**src/rtl/buzz_sched.sv**
```systemverilog
// buzz_sched: fixed-priority sequencer for the single piezo buzzer.
// Grants one of three requesters (alarm, chime, key click) and plays its
// burst of beeps, each beep being an ON phase with a square-wave tone
// followed by a silent OFF phase.
// Optional feature: define BUZZ_PREEMPT_EN to let a higher-priority request
// abort a running lower-priority sequence.
module buzz_sched #(
  parameter int ON_CYC    = 50_000_000,
  parameter int OFF_CYC   = 50_000_000,
  parameter int TONE_HALF = 25_000,
  parameter int TW        = 27,
  parameter int CW        = 4
) (
  input  logic          clk,
  input  logic          rst,
  input  logic [2:0]    req,
  input  logic [CW-1:0] cnt0,
  input  logic [CW-1:0] cnt1,
  input  logic [CW-1:0] cnt2,
  output logic [2:0]    grant,
  output logic [2:0]    ack,
  output logic          busy,
  output logic          buzz_out
);

  typedef enum logic [1:0] {S_IDLE, S_ON, S_OFF, S_DONE} state_t;

  localparam logic [TW-1:0] ON_LAST   = TW'(ON_CYC - 1);
  localparam logic [TW-1:0] OFF_LAST  = TW'(OFF_CYC - 1);
  localparam logic [TW-1:0] TONE_LAST = TW'(TONE_HALF - 1);

  state_t        state, state_nxt;
  logic [TW-1:0] timer, timer_nxt;
  logic [TW-1:0] tone_cnt, tone_nxt;
  logic [CW-1:0] rem, rem_nxt;
  logic [2:0]    grant_nxt, ack_nxt;
  logic          busy_nxt, buzz_nxt;
  logic [2:0]    sel_grant;
  logic [CW-1:0] sel_cnt;
  logic          withdrawn, preempt, abort;

  // The owner dropping its request always ends the sequence silently.
  assign withdrawn = ~|(req & grant);

`ifdef BUZZ_PREEMPT_EN
  // grant is one-hot, so grant-1 masks every higher-priority (lower) index.
  assign preempt = |(req & (grant - 3'b001));
`else
  assign preempt = 1'b0;
`endif

  assign abort = withdrawn | preempt;

  // Next-state and next-output logic; every output is registered below.
  always_comb begin
    state_nxt = state;
    timer_nxt = timer;
    tone_nxt  = tone_cnt;
    rem_nxt   = rem;
    grant_nxt = grant;
    ack_nxt   = 3'b000;
    buzz_nxt  = buzz_out;
    sel_grant = 3'b000;
    sel_cnt   = '0;
    if (req[0]) begin
      sel_grant = 3'b001;
      sel_cnt   = cnt0;
    end else if (req[1]) begin
      sel_grant = 3'b010;
      sel_cnt   = cnt1;
    end else if (req[2]) begin
      sel_grant = 3'b100;
      sel_cnt   = cnt2;
    end
    case (state)
      S_IDLE: begin
        grant_nxt = 3'b000;
        buzz_nxt  = 1'b0;
        if (sel_grant != 3'b000) begin
          grant_nxt = sel_grant;
          rem_nxt   = sel_cnt;
          timer_nxt = '0;
          tone_nxt  = '0;
          if (sel_cnt == '0) begin
            state_nxt = S_DONE;
            ack_nxt   = sel_grant;
          end else begin
            state_nxt = S_ON;
            buzz_nxt  = 1'b1;
          end
        end
      end
      S_ON: begin
        if (abort) begin
          state_nxt = S_IDLE;
          grant_nxt = 3'b000;
          buzz_nxt  = 1'b0;
          timer_nxt = '0;
          tone_nxt  = '0;
          rem_nxt   = '0;
        end else if (timer == ON_LAST) begin
          state_nxt = S_OFF;
          timer_nxt = '0;
          buzz_nxt  = 1'b0;
          if (rem != '0) rem_nxt = rem - CW'(1);
        end else begin
          timer_nxt = timer + TW'(1);
          if (tone_cnt == TONE_LAST) begin
            tone_nxt = '0;
            buzz_nxt = ~buzz_out;
          end else begin
            tone_nxt = tone_cnt + TW'(1);
          end
        end
      end
      S_OFF: begin
        buzz_nxt = 1'b0;
        if (abort) begin
          state_nxt = S_IDLE;
          grant_nxt = 3'b000;
          timer_nxt = '0;
          tone_nxt  = '0;
          rem_nxt   = '0;
        end else if (timer == OFF_LAST) begin
          timer_nxt = '0;
          if (rem == '0) begin
            state_nxt = S_DONE;
            ack_nxt   = grant;
          end else begin
            state_nxt = S_ON;
            tone_nxt  = '0;
            buzz_nxt  = 1'b1;
          end
        end else begin
          timer_nxt = timer + TW'(1);
        end
      end
      S_DONE: begin
        state_nxt = S_IDLE;
        grant_nxt = 3'b000;
        buzz_nxt  = 1'b0;
      end
      default: begin
        state_nxt = S_IDLE;
        grant_nxt = 3'b000;
        buzz_nxt  = 1'b0;
      end
    endcase
    busy_nxt = (state_nxt != S_IDLE);
  end

  // State, timers and registered outputs; reset aborts silently.
  always_ff @(posedge clk or negedge rst) begin
    if (!rst) begin
      state    <= S_IDLE;
      timer    <= '0;
      tone_cnt <= '0;
      rem      <= '0;
      grant    <= 3'b000;
      ack      <= 3'b000;
      busy     <= 1'b0;
      buzz_out <= 1'b0;
    end else begin
      state    <= state_nxt;
      timer    <= timer_nxt;
      tone_cnt <= tone_nxt;
      rem      <= rem_nxt;
      grant    <= grant_nxt;
      ack      <= ack_nxt;
      busy     <= busy_nxt;
      buzz_out <= buzz_nxt;
    end
  end

endmodule

```
**config.mk**
```make
export PLATFORM = sky130hd
export DESIGN_NAME = buzz_sched
export DESIGN_NICKNAME = d
export VERILOG_FILES = /design/src/rtl/buzz_sched.sv
export SDC_FILE = /design/constraint.sdc
export NUM_CORES = 1
export LEC_CHECK = 0
export ABC_AREA = 1
export CAP_MARGIN = 20
export CORE_ASPECT_RATIO = 1.2
export CORE_MARGIN = 2
export CORE_UTILIZATION = 36
export CTS_BUF_LIST = sky130_fd_sc_hd__clkbuf_8
export DETAILED_ROUTE_END_ITERATION = 10
export GPL_TIMING_DRIVEN = 0
export SLEW_MARGIN = 10
export SYNTH_ARGS = -nofsm -noshare
export SYNTH_HDL_FRONTEND = slang
export SYNTH_SLANG_ARGS = --single-unit
```
**constraint.sdc**
```tcl
create_clock -name clk -period 3.4 [get_ports clk]
set_clock_uncertainty 0.05 [all_clocks]
set_input_delay 0.68 -clock clk [delete_from_list [all_inputs] [get_ports clk]]
set_output_delay 0.68 -clock clk [all_outputs]
set_load 0.01 [all_outputs]
```
==> flow_summary.yaml, run 1 <==
# implementation run metrics
pwr:
  dominant_power_group: "sequential cells"
  p_sw_frac: 0.398
  pg_comb_w: 0.000872
  worst_ir_drop_vdd_mv: 0.359
  clock_power_w: 0.000761
  pwr.group.sequential_w: 0.000919
  power_per_cell_area_nw_per_um2: 466
  relative_contribution_of_combinational_cells_to_total_power: 0.342
  power.leakage_nw: 2.37
status:
  status: "finished clean"
yosys:
  post_synth_edffs: 0
  yosysCellCount: 742
  synth.most_common_cell: "sky130_fd_sc_hd__nand2_1"
  netlist_top_cells_count: "sky130_fd_sc_hd__nand2_1 (224), sky130_fd_sc_hd__nor2_1 (112), sky130_fd_sc_hd__inv_1 (75)"
  synth_warnings: 0
  ys_seq_share: 0.355
  synthTopCellsByArea: "sky130_fd_sc_hd__dfrtp_1 (35%), sky130_fd_sc_hd__nand2_1 (18%), sky130_fd_sc_hd__nor2_1 (8.8%)"
  post_synth_net_total: 766
  netlist_instances: 742
route:
  met3_wl_um: 361
  detail_route.wirelength.met1_um: 6130
  routedWlPerCell_um: 14.3
  number_of_remaining_drc_errors: 0
  routed_via_density: 4.95
  drtIter0Drc: 222
  drt-pass1-iter-count: 4
  number_of_routed_nets_with_antenna_violations: 0
  routed.top_layer: "met4"
finish:
  num-nonclk-inverters: 90
  dominant-cell-class: "multi-input combinational cells"
  number_of_diodes: 0
  nets_final: 802
  layout.clock.cell_area_share: 0.0395
  buffer_area_frac: 0.0610
  lay_top_cells: "sky130_fd_sc_hd__nand2_1 (224), sky130_fd_sc_hd__nor2_1 (112), sky130_fd_sc_hd__inv_1 (76)"
  layout-drive-gt1-share: 0.0830
  combGateArea_um2: 2680
  layout.sequential_cells: 68
  clock_buffers: 9
  seq-cell-share: 0.311
  layout.core_utilization: 0.417
  logic_gate_count: 568
  comb_share: 0.489
sta:
  maxSlewHeadroom: 0.583
  rsz0062_at_grt: "false"
  setup_ws_ns: 1.09
  finalHoldViolCount: 0
  max_freq_mhz: 433
  timing_worst_slew_pin_value_ns: 0.625
worst_setup_path:
  worstSetupEndpoint: "timer[17]"
  critPathLaunchType: "primary input"
  r2r_slack_ns: 1.17
  critPathSlowestCell: "sky130_fd_sc_hd__clkdlybuf4s50_1"
  worstPathCellList: "clkdlybuf4s50_1 > buf_2 > nor2_4 > nand3_2 > o21ai_2 > inv_2 > buf_2 > nand2_1 > xor2_1 > nor2_1"
  cpLargestDelayFamily: "buffers and inverters"
  path_buffers: 4
  timing_worst_setup_path_type: "in2reg"
  setup.worst_path.end_class: "flip-flop"
  timing.critical_path.required_ns: 3.61
  critical_path.max_stage_delay_ns: 0.41
  worst_path_most_repeated_cell: "sky130_fd_sc_hd__buf_2"
clock_network:
  cts_tree: "yes"
  cts_buffers: 9
  clock_sink_count: 68
  clk_transition_reported_paths_ns: 0.09
  postCtsSetupBuffers: 0
  post_cts.resized_instances: 0
  cts_hold_buffers: 0
job:
  stage_log_warnings: 29
  maxCapViolations: 0
die:
  well_tap_count: 168
  coreArea_um2: 13100
placement:
  detailedPlacementHpwl_um: 10300
  place_worst_setup_slack_ns: 0.735
  finalWeightedCongestion: 0.961
grt:
  grt_first_pass_wirelength_um: 22600
  global_route.peak_usage_layer: "met2"
  grtUsageMet3: 0.0303
  grt_pass1_vias: 4548
  grt_start_max_net_pins: 38
min_path:
  min-delay-path-class: "in2async"
[run 1: cells by family (layout without fill, tap and decap cells)]
logic type | after synthesis | after routing | synth area share
and+or+nand+nor | 474 | 474 | 0.433
buffers and inverters | 106 | 147 | 0.0864
AOI/OAI and AO/OA | 71 | 71 | 0.0778
DFF | 68 | 68 | 0.355
xor gates and xnor gates | 16 | 16 | 0.0292
adders and majority gates | 7 | 7 | 0.0183
[run 1: through the flow]
stage          hold WS [ns]  cell area, um^2  instances
6_report              0.202             5480        951
5_1_grt               0.234             5480        951
4_1_cts               0.215             5480        951
3_5_place_dp          0.456             5260        935
2_1_floorplan         0.334             4790        742
3_3_place_gp          0.455             5240        934
[run 1: state kept, by name (all words and copies together), names as in the netlist]
register  cells
state         2
busy          1
tone_cnt     27
timer        27
grant         3
ack           3
buzz_out      1
rem           4
Figure 1. I/O pins on the die edge (run 1).
Drawn at 2 px/um. Pins as bars across the die edge, other pins in gray.
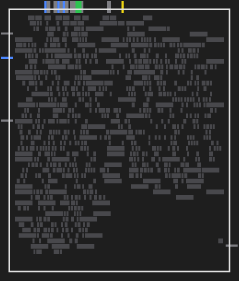
legend:
  blue:
    port: cnt0
    pins: 4
    direction: input
    edge: 3 top, 1 left
  yellow:
    port: busy
    pins: 1
    direction: output
    edge: top
  green:
    port: grant
    pins: 3
    direction: output
    edge: top
all pins by edge: 21 top, 3 left, 1 right
port buffer count: 24
overall die width: 109 um
Die Span Y: 130 um

Figure 2. The metal 2 layer (run 1).
Drawn at 3 px/um. Cells faint in the background.
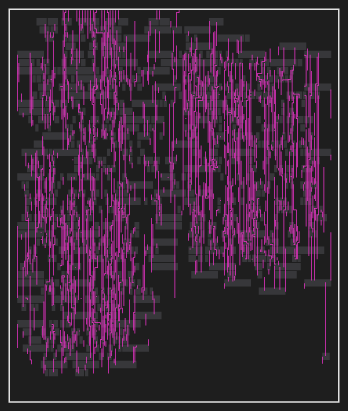
longest straight run: 67.3 um
nets with wire on the layer: 610
share of all routed wire: 49%
wire length on this layer: 6620 um
main direction: vertical
Detailed Route WL: 13600 um
global routing usage on met2: 0.345

Figure 3. Placement by cell class (run 1).
Drawn at 3 px/um. Fill, decap, tap and diode cells in gray.
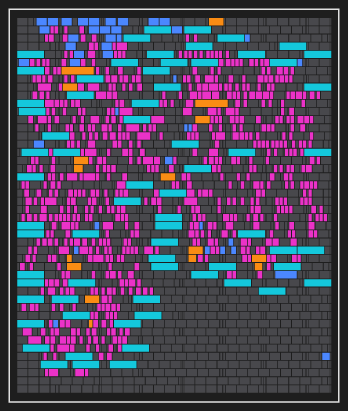
legend:
  blue:
    class: other buffers and delay cells
    cells: 41
  orange:
    class: clock drivers and dummy loads
    cells: 16
  cyan:
    class: flip-flops
    cells: 68
  magenta:
    class: all other logic
    cells: 658
total number of placement rows: 46
Final Instance Area: 5480 um^2

==> inputs of run 2 (changes only) <==
==> constraint.sdc (replaced) <==
create_clock -name clk -period 1.9 [get_ports clk]
set_clock_uncertainty 0.05 [all_clocks]
set_input_delay 0.38 -clock clk [delete_from_list [all_inputs] [get_ports clk]]
set_output_delay 0.38 -clock clk [all_outputs]
set_load 0.01 [all_outputs]
Figure 4. The metal 2 layer (run 2).
Drawn at 3 px/um. Cells faint in the background.
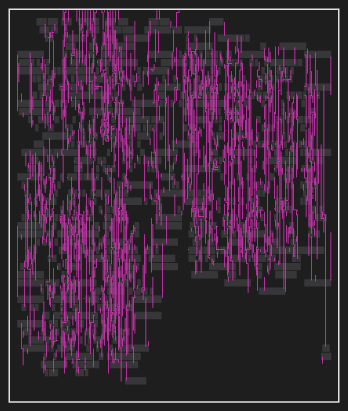
main direction: vertical
wire length on this layer: 6990 um
longest straight run: 68.4 um
nets with wire on the layer: 637
share of all routed wire: 50%
global routing usage on met2: 0.348
vias after detailed routing: 4825

Figure 5. Clock distribution (run 2).
Drawn at 4 px/um.
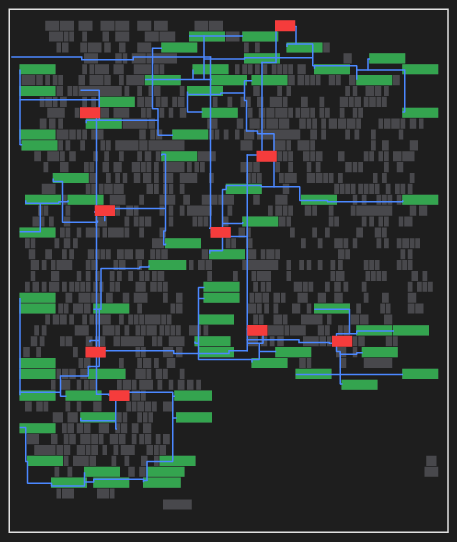
legend:
  green:
    item: flip-flops
    count: 68
  blue:
    item: clock wires
    length: 1130 um
  red:
    item: cells driving clock nets
    count: 9
flops lie: widely spread
routed clock nets: 10
Clock Power Share: 0.280
power in the clock group: 0.00137 W

==> run 2 against run 1 <==
  * Setup slack got worse by 1.0 ns
  * Worst hold slack improved by 0.24 ns
  * Final cell count rose by 1.6%
  * Critical path depth did not move
  * Non-clock buffer count rose by 15
  * Clock power rose by about 80%
  * Final area rose by 6.5%
  * Sequential power rose by about 80%
  * Critical path type unchanged
  * Critical endpoint unchanged
  * Largest cell class unchanged
==> flow_summary.yaml, run 2 <==
# implementation run metrics
route:
  drt-pass1-iter-count: 5
  routedWlPerCell_um: 14.6
  detail_route.wirelength.met1_um: 6300
  routed_via_density: 4.99
  number_of_remaining_drc_errors: 0
  number_of_routed_nets_with_antenna_violations: 0
  routed.top_layer: "met4"
  met3_wl_um: 306
  drtIter0Drc: 197
  totalWireLength_um: 14100
yosys:
  synth_largest_type_area_fraction: 0.355
  mux_share: 0
  post_synth_edffs: 0
  yosysCellCount: 742
  yosysTopAreaCell: "sky130_fd_sc_hd__dfrtp_1"
  synthDistinctLibCells: 32
  compound_area_frac: 0.0778
  synthesis.area_per_instance_um2: 6.46
  netlist_top_cells_count: "sky130_fd_sc_hd__nand2_1 (224), sky130_fd_sc_hd__nor2_1 (112), sky130_fd_sc_hd__inv_1 (75)"
  chip_area_line_of_the_yosys_report_um2: 4790
  synth.most_common_cell: "sky130_fd_sc_hd__nand2_1"
  synth_warnings: 0
  ys_seq_share: 0.355
  synth-xor-area-share: 0.0292
  yosys.area_share.adder: 0.0183
  post_synth_main_logic_family: "simple AND/OR/NAND/NOR gates"
  synthTopCellsByArea: "sky130_fd_sc_hd__dfrtp_1 (35%), sky130_fd_sc_hd__nand2_1 (18%), sky130_fd_sc_hd__nor2_1 (8.8%)"
  synth.cell_area_um2: 4790
  post_synth_net_total: 766
  synth.cellmix.simpleShare: 0.433
  netlist_instances: 742
clock_network:
  clock_path_buffers: 2
  cts_tree: "yes"
  clk_transition_reported_paths_ns: 0.09
  postCtsSetupBuffers: 6
  clock_latency_ns: 0.38
  post_cts.resized_instances: 14
  cts_buffers: 9
  clock_sink_count: 68
  cts_hold_buffers: 1
  htree_num_levels: 3
finish:
  layout.clock.cell_area_share: 0.0371
  combGateArea_um2: 2830
  syn2layout_area_growth_pct: 21.7
  layout.core_utilization: 0.444
  comb_share: 0.485
  nets_final: 817
  seqCellArea_um2: 1710
  number_of_diodes: 0
  layout.sequential_cells: 68
  clock_buffers: 9
  buffer_area_frac: 0.0908
  biggestRegsByFlops: "timer (27), tone_cnt (27), rem (4)"
  layout-drive-gt1-share: 0.142
  lay_top_cells: "sky130_fd_sc_hd__nand2_1 (214), sky130_fd_sc_hd__nor2_1 (106), sky130_fd_sc_hd__inv_1 (74)"
  num-nonclk-inverters: 90
  dominant-cell-class: "multi-input combinational cells"
  logic_gate_count: 568
  seq-cell-share: 0.293
worst_setup_path:
  cp_num_cells: 10
  worstPathArrival_ns: 2.06
  worstReg2RegStart: "state[0]"
  path_buffers: 4
  r2r_slack_ns: 0.07
  setup.worst_path.end_class: "flip-flop"
  timing_worst_setup_path_type: "in2reg"
  reg2regPathDepth: 8
  critPathSlowestCell: "sky130_fd_sc_hd__clkdlybuf4s50_1"
  crit-reg2reg-capture: "timer[17]"
  cpLargestDelayFamily: "buffers and inverters"
  worstSetupEndpoint: "timer[17]"
  critPathLaunchType: "primary input"
  critical_path.max_stage_delay_ns: 0.44
  timing.critical_path.required_ns: 2.11
  worstPathCellList: "clkdlybuf4s50_1 > buf_6 > nor2_4 > nand3_4 > o21ai_4 > inv_2 > buf_4 > nand2_1 > xor2_1 > nor2_1"
  crit_path_max_fanout: 10
sta:
  finalHoldViolCount: 0
  setup_violations: 0
  finalWorstPathRequiredPeriod_ns: 1.85
  rsz0062_at_grt: "true"
  max_freq_mhz: 541
  maxSlewViolCount: 0
  timing_worst_slew_pin_value_ns: 0.625
  tns_ns: 0
  final_min_period_over_clock_period: 0.972
  maxSlewHeadroom: 0.583
grt:
  grt_start_max_net_pins: 38
  global_route.peak_usage_layer: "met2"
  grt_util_all_layers: 0.208
  grt_first_pass_wirelength_um: 22800
  antenna_found_initial: 0
  grt_pass1_vias: 4589
  grt_remaining_overflow: 0
  grtUsageMet3: 0.0322
pwr:
  worst_ir_drop_vdd_mv: 0.691
  pwr.group.sequential_w: 0.00165
  relative_contribution_of_combinational_cells_to_total_power: 0.383
  dominant_power_group: "combinational logic"
  pwr-share-seq: 0.338
  power.leakage_nw: 2.52
  pg_comb_w: 0.00187
  power_per_cell_area_nw_per_um2: 838
  p_sw_frac: 0.394
placement:
  port_buffers: 24
  finalWeightedCongestion: 0.961
  detailedPlacementHpwl_um: 10300
job:
  maxCapViolations: 0
  stage_log_warnings: 31
die:
  design.portCount: 25
  floorplan.die.width_um: 109
  die_span_y_um: 130
  coreArea_um2: 13100
  placementRows: 46
  well_tap_count: 168
min_path:
  min-delay-path-class: "in2async"
status:
  status: "finished clean"
Figure 6. I/O pins on the die edge (run 2).
Drawn at 2 px/um. Pins as bars across the die edge, other pins in gray.
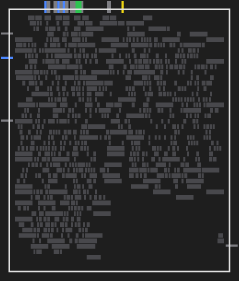
legend:
  yellow:
    port: busy
    pins: 1
    direction: output
    edge: top
  green:
    port: grant
    pins: 3
    direction: output
    edge: top
  blue:
    port: cnt0
    pins: 4
    direction: input
    edge: 3 top, 1 left

==> run 2: cell count changes in the layout (fill, tap and decap cells not counted), moves of 6 or more <==
cell,before,now
sky130_fd_sc_hd__buf_4,2,14
sky130_fd_sc_hd__nand2_1,224,214
sky130_fd_sc_hd__nand2_2,5,13
sky130_fd_sc_hd__nor2_1,112,106
==> run 2: stage by stage <==
stage | area (um^2) | worst slack, ns | hold slack (ns) | instances | power [W]
6_report | 5830 | 0.0525 | 0.438 | 966 | 0.00488
5_1_grt | 5830 | -0.0509 | 0.490 | 966 | 0.00520
4_1_cts | 5570 | -0.0100 | 0.455 | 957 | 0.00477
3_5_place_dp | 5260 | -0.465 | 0.323 | 935 | 0.00324
3_3_place_gp | 5240 | -2.20 | 0.455 | 934 | 0.00324
2_1_floorplan | 4790 | 0.125 | 0.0344 | 742 | 0.00266
==> inputs of run 3 (changes only) <==
--- a/config.mk
+++ b/config.mk
@@ -8,7 +8,6 @@
 export ABC_AREA = 1
 export CAP_MARGIN = 20
 export CORE_ASPECT_RATIO = 1.2
-export CORE_MARGIN = 2
 export CORE_UTILIZATION = 36
 export CTS_BUF_LIST = sky130_fd_sc_hd__clkbuf_8
 export DETAILED_ROUTE_END_ITERATION = 10
Figure 7. The metal 2 layer (run 3).
Drawn at 3 px/um. Cells faint in the background.
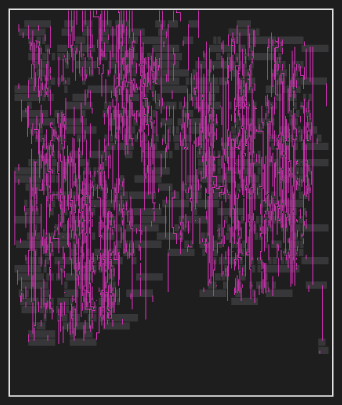
longest straight run: 79.2 um
main direction: vertical
wire length on this layer: 6980 um
vias after detailed routing: 4920
global routing usage on met2: 0.374
Detailed Route WL: 13900 um

Figure 8. I/O pins on the die edge (run 3).
Drawn at 2 px/um. Pins as bars across the die edge, other pins in gray.
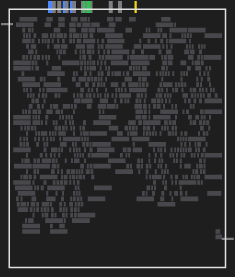
legend:
  yellow:
    port: busy
    pins: 1
    direction: output
    edge: top
  green:
    port: grant
    pins: 3
    direction: output
    edge: top
  blue:
    port: cnt0
    pins: 4
    direction: input
    edge: top
all pins by edge: 23 top, 1 left, 1 right
Die Span Y: 128 um
overall die width: 107 um

==> run 3 against run 2 <==
  * Maximum frequency down 0.74%
  * Global-route usage up 0.55 points
  * Utilization up 0.20 points
  * Die size down 3.3%
  * First-iteration DRC count up 65%
  * Critical path type is now reg2reg
  * Final area down 1.7%
  * Critical path depth up 1
  * Flip-flop count unchanged
  * Worst hold slack better by 0.016 ns
  * Clock power down about 10%
  * Largest power group unchanged
  * Synthesized cell count unchanged
==> flow_summary.yaml, run 3 <==
# implementation run metrics
route:
  routed_via_density: 5.14
  routedWlPerCell_um: 14.5
  number_of_remaining_drc_errors: 0
  drt-pass1-iter-count: 5
  drtIter0Drc: 325
  number_of_routed_nets_with_antenna_violations: 0
die:
  chip_area_um2: 13800
  floorplan.initialDensity: 0.373
  design.portCount: 25
  coreArea_um2: 12800
  placementRows: 45
placement:
  detailedPlacementHpwl_um: 10300
  finalWeightedCongestion: 0.956
  place_worst_setup_slack_ns: -0.466
  place_inst: 931
  dpl-instance-area_um2: 5260
  port_buffers: 24
sta:
  timing_worst_slew_pin_value_ns: 0.632
  finalWorstPathRequiredPeriod_ns: 1.86
  max_freq_mhz: 537
  worst_hold_slack_ns: 0.454
  tns_ns: 0
  maxSlewViolCount: 0
  rsz0062_at_grt: "true"
  final_min_period_over_clock_period: 0.980
  setup_ws_ns: 0.0388
  finalHoldViolCount: 0
  setup_violations: 0
  maxSlewHeadroom: 0.578
finish:
  postLayoutCellArea_um2: 5730
  number_of_diodes: 0
  finalNonFillerCells: 958
  lay_top_cells: "sky130_fd_sc_hd__nand2_1 (217), sky130_fd_sc_hd__nor2_1 (104), sky130_fd_sc_hd__inv_1 (73)"
  biggestRegsByFlops: "timer (27), tone_cnt (27), rem (4)"
  nets_final: 813
  fillerInstances: 1365
  layout.core_utilization: 0.446
  syn2layout_area_growth_pct: 19.6
  layout-drive-gt1-share: 0.135
  final_layout_top_logic_cell: "sky130_fd_sc_hd__nand2_1"
yosys:
  synth.cell_area_um2: 4790
  synth-xor-area-share: 0.0292
  synthTopCellsByArea: "sky130_fd_sc_hd__dfrtp_1 (35%), sky130_fd_sc_hd__nand2_1 (18%), sky130_fd_sc_hd__nor2_1 (8.8%)"
  yosysCellCount: 742
  ys_seq_share: 0.355
  netlist_instances: 742
  synth.most_common_cell: "sky130_fd_sc_hd__nand2_1"
  compound_area_frac: 0.0778
  synth.cellmix.simpleShare: 0.433
  synth_warnings: 0
  synthesis.area_per_instance_um2: 6.46
  post_synth_main_logic_family: "simple AND/OR/NAND/NOR gates"
  share_of_synthesized_registers_carrying_an_async_set_or_reset: 1.00
  synth_largest_type_area_fraction: 0.355
  yosysTopAreaCell: "sky130_fd_sc_hd__dfrtp_1"
  synth.ff_latch_count: 68
  chip_area_line_of_the_yosys_report_um2: 4790
  ys_dominant_reg_cell: "sky130_fd_sc_hd__dfrtp_1"
  synthDistinctLibCells: 32
  mux_share: 0
  post_synth_edffs: 0
  yosys.area_share.adder: 0.0183
  netlist_top_cells_count: "sky130_fd_sc_hd__nand2_1 (224), sky130_fd_sc_hd__nor2_1 (112), sky130_fd_sc_hd__inv_1 (75)"
  post_synth_net_total: 766
clock_network:
  cts_buffers: 9
  postCtsSetupBuffers: 2
  cts_tree: "yes"
  clock_path_buffers: 2
  cts_hold_buffers: 1
  post_cts.resized_instances: 14
  clk_root_buffer_cell: "sky130_fd_sc_hd__clkbuf_8"
  htree_num_levels: 3
  clock_sink_count: 68
  clk_transition_reported_paths_ns: 0.08
grt:
  grt_pass1_vias: 4765
  met1_usage: 0.253
  grt_remaining_overflow: 0
  grt_first_pass_wirelength_um: 22700
  grt_start_max_net_pins: 36
  global_route.peak_usage_layer: "met2"
  grtUsageMet3: 0.0385
  grt_util_all_layers: 0.213
  antenna_found_initial: 0
job:
  stage_log_warnings: 30
  maxCapViolations: 0
pwr:
  worst_ir_drop_vdd_mv: 0.492
  cellInternalPower_w: 0.00280
  design_power_total_w: 0.00470
  pwr-share-seq: 0.352
  power_per_cell_area_nw_per_um2: 820
  relative_contribution_of_combinational_cells_to_total_power: 0.395
  total_net_switching_power_w: 0.00190
  power.leakage_nw: 2.48
  p_sw_frac: 0.404
worst_setup_path:
  crit-reg2reg-capture: "tone_cnt[2]"
  cp_num_cells: 11
  worst_path_most_repeated_cell: "sky130_fd_sc_hd__nand2_1"
  critical_path.max_stage_delay_ns: 0.45
  r2r_slack_ns: 0.04
  worstSetupEndpoint: "tone_cnt[2]"
  setup.worst_path.end_class: "flip-flop"
  reg2regPathDepth: 11
  critPathSlowestCell: "sky130_fd_sc_hd__dfrtp_1"
  timing.critical_path.required_ns: 2.11
  path_buffers: 2
  worstReg2RegStart: "timer[9]"
  crit_path_max_fanout: 10
  cpLargestDelayFamily: "simple AND/OR/NAND/NOR gates"
  timing_worst_setup_path_type: "reg2reg"
  worstPathArrival_ns: 2.07
  worstPathCellList: "inv_2 > nand2_1 > nor2_2 > nand2_1 > nor2_4 > nand2_4 > nand2_4 > nand3_4 > buf_6 > nand2_1 > o21ai_1"
  critPathLaunchType: "flip-flop"
  worst_setup_path_startpoint: "timer[9]"
status:
  status: "finished clean"
min_path:
  min-delay-path-class: "in2async"
Figure 9. Clock distribution (run 3).
Drawn at 4 px/um.
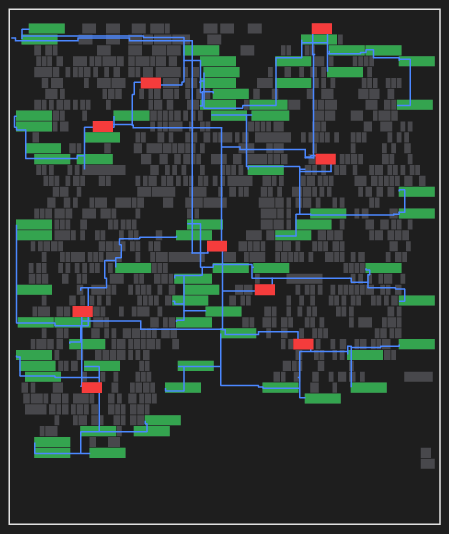
legend:
  blue:
    item: clock wires
    length: 1120 um
  red:
    item: cells driving clock nets
    count: 9
  green:
    item: flip-flops
    count: 68
flops lie: widely spread
power in the clock group: 0.00119 W
Clock Power Share: 0.253
insertion delay to the later sink of the worst-skew pair: 0.37 ns

run 3: layer usage:
layer,share of wire,vias up
met2,0.50,138
met3,0.045,30
met4,0.030,0
met1,0.42,2283
li1,-,2469
met5,0,-
run 3: power groups by stage:
stage	logic (W)	registers, W	clock network [W]
global placement	0.00155	0.00168	0
floorplan	0.000985	0.00168	0
global route	0.00204	0.00167	0.00128
finish	0.00186	0.00166	0.00119
CTS	0.00170	0.00166	0.00122
detailed placement	0.00156	0.00168	0
run 3: final cells by class:
type                    count  area, um^2  share of cell area
plain buffers              15         110              0.0192
clock buffers               9         124              0.0216
clock inverters             7        60.1              0.0105
inverters                  90         345              0.0603
multi-input cells         568        2810               0.490
flip-flops and latches     68        1710               0.298
well taps                 164         205              0.0358
repair buffers             37         373              0.0651
Power is estimated from default activity; no workload was simulated.
